final_placement.png
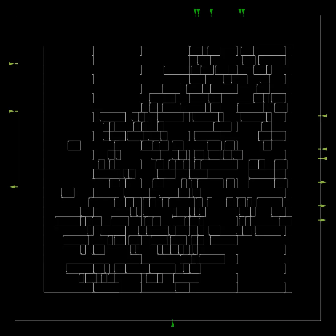
drive_strength.png
(6 px per um)
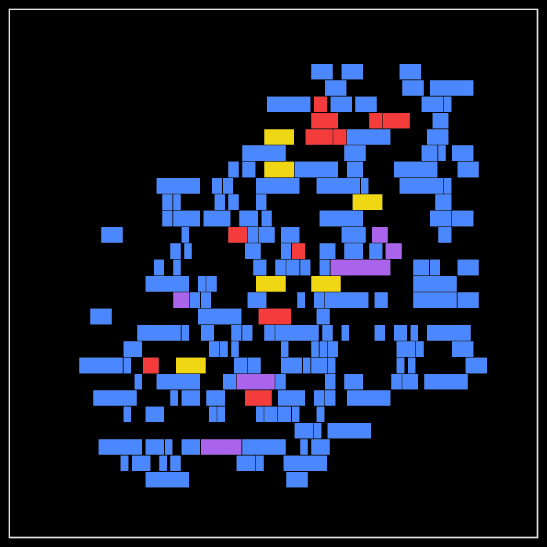
pins.png
(6 px per um) Pins as bars across the die edge, other pins in gray.
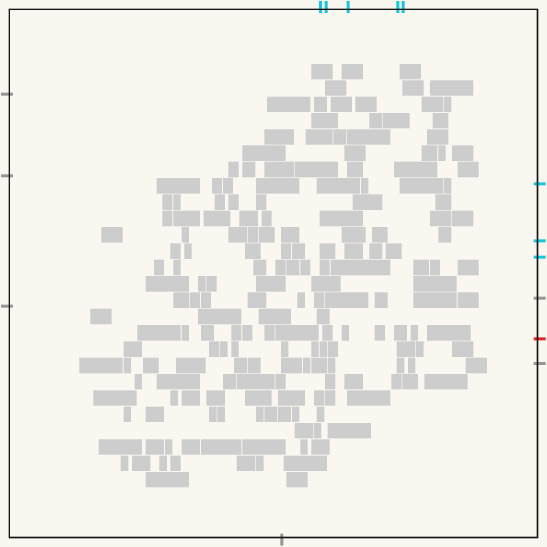
port_nets.png
(3 px per um)
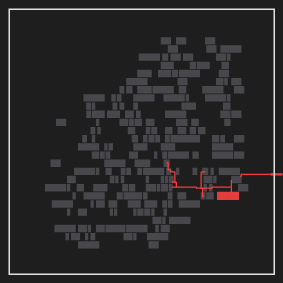
gate_families.png
(6 px per um)
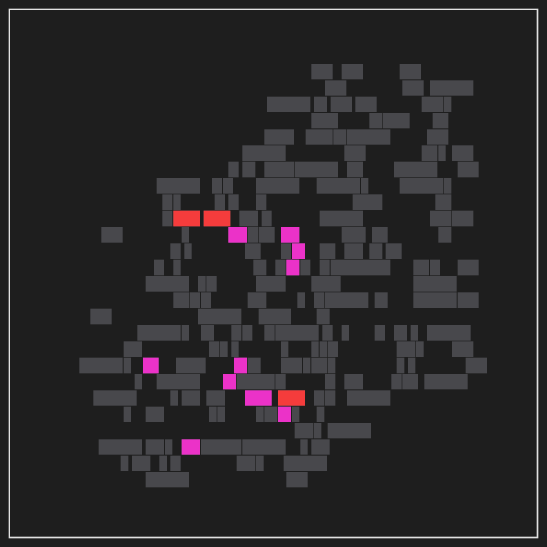
==> config.mk <==
export PLATFORM = sky130hd
export DESIGN_NAME = uart_tx_param
export DESIGN_NICKNAME = d
export VERILOG_FILES = /design/src/rtl/uart_tx_param.sv
export SDC_FILE = /design/constraint.sdc
export NUM_CORES = 1
export LEC_CHECK = 0
export CORE_MARGIN = 8
export CORE_UTILIZATION = 30
export CTS_CLUSTER_SIZE = 16
export DETAILED_ROUTE_END_ITERATION = 12
export GPL_ROUTABILITY_DRIVEN = 1
export MAX_ROUTING_LAYER = met4
export PLACE_DENSITY = 0.52
export SYNTH_ARGS = -nofsm -noshare
export SYNTH_HDL_FRONTEND = slang
export SYNTH_SLANG_ARGS = --single-unit
==> constraint.sdc <==
create_clock -name clk -period 2.9 [get_ports clk]
set_clock_uncertainty 0.2 [all_clocks]
set_input_delay 0.29 -clock clk [delete_from_list [all_inputs] [get_ports clk]]
set_output_delay 0.29 -clock clk [all_outputs]
set_load 0.02 [all_outputs]
==> results.sh <==
# yosys + openroad results
export IMPL_cts_sinks=29
export IMPL_clock_buffers=7
export IMPL_path_delay_family="simple AND/OR/NAND/NOR gates"
export IMPL_grtUsageMet1_pct=12.8
export IMPL_met1_length_mm=1.69
export IMPL_power_frac_clock_pct=33.6
export IMPL_crit_path_max_fanout=5
export IMPL_first_iter_violations=94
export IMPL_synth_nets=189
export IMPL_hold_slack_ns=0.278
export IMPL_post_route_min_period_ns=2.20
export IMPL_p_leak_nw=0.632
export IMPL_route_met3_wl_um=183
export IMPL_reg2reg_depth=6
export IMPL_tightest_slew_ns=0.668
export IMPL_crit_path_max_incr_delay_ns=0.46
export IMPL_die_area_um2=7710
export IMPL_report_final_setup_viol=0
export IMPL_outcome="complete, no violations"
export IMPL_top_cells_by_area="dfxtp_1, nor2_1, mux2i_1, a21oi_1, xor2_1"
export IMPL_grt_max_degree=20
export IMPL_grt_busiest_layer="met2"
export IMPL_place_area_um2=1740
export IMPL_crit_chain="ha_1 -> and4bb_2 -> and3_1 -> a2bb2oi_1 -> nand4b_1 -> a21oi_1"
export IMPL_cts_path_max_buffers=2
export IMPL_n_antenna_cell=0
export IMPL_hold_path_class="reg -> reg"
export IMPL_netlist_area_um2=1550
export IMPL_wl_met2_mm=1.42
export IMPL_rows=26
export IMPL_final_clk_cell_share_pct=4.72
export IMPL_ctsHtreeMaxLevel=2
export IMPL_num_multi_input_gates=134
export IMPL_simple_gate_area_share_pct=26.5
export IMPL_syn_area_per_cell_um2=8.84
export IMPL_dominant_cells="combinational gates"
## Picture notes: final_placement.png
fillcell total: 546
Core ar.: 5040 um2
tapcell count: 70
final cell count without fillers: 260

## Picture notes: drive_strength.png
legend:
  yellow:
    size: drive 6 and up
    cells: 6
    share: 3.2%
    most_used: clkbuf_8
  purple:
    size: drive 3 to 4
    cells: 6
    share: 3.2%
    most_used: buf_4
  blue:
    size: drive 1 or less
    cells: 167
    share: 88%
    most_used: dfxtp_1
  red:
    size: drive 2
    cells: 11
    share: 5.8%
design area: 1830 um2
Setup WS post-layout: 0.702 ns
nonclk buf count: 17

## Picture notes: pins.png
legend:
  cyan:
    port: tx_data_i
    pins: 8
    direction: input
    edge: 5 top, 3 right
  red:
    port: tx_ready_o
    pins: 1
    direction: output
    edge: right
all pins by edge: 6 right, 5 top, 3 left, 1 bottom
DIE WIDTH: 87.8 um
PortBufs: 14
Chip Height: 87.8 um

## Picture notes: port_nets.png
legend:
  red:
    port: tx_ready_o
    direction: output
    edge: right
    end_cells: 1
    buffers: 1
    wire: 62.1 um
io pins: 15

## Picture notes: gate_families.png
legend:
  red:
    family: adder and majority cells
    cells: 3
  magenta:
    family: AND and OR gates
    cells: 10
most used logic cell in the final layout: dfxtp_1
logic share of the area: 49.2%

[power groups by stage]
stage	sequential, mW	combinational, mW	clock [mW]
2_1_floorplan	0.463	0.156	0
3_3_place_gp	0.467	0.205	0
3_5_place_dp	0.467	0.205	0
4_1_cts	0.458	0.206	0.351
5_1_grt	0.463	0.224	0.366
6_report	0.458	0.203	0.335
[layout by cell type (no fill, tap or decap), drive strengths merged, types with 3 or more instances in the layout]
master         instances
clkdlybuf4s50         14
nor3                   5
dfxtp                 29
clkbuf                 7
xor2                   6
a21oi                 13
nor2                  26
buf                    3
o21ai                  6
xnor2                  3
mux2i                  7
a211oi                 8
nand2b                 4
ha                     3
inv                    3
nand3                 11
nand2                 11
[tightest hold or removal path, stage by stage, from the launching register on]
cell      delay (ns)
dfxtp_1         0.31
nand2b_1        0.06
a21oi_1         0.06
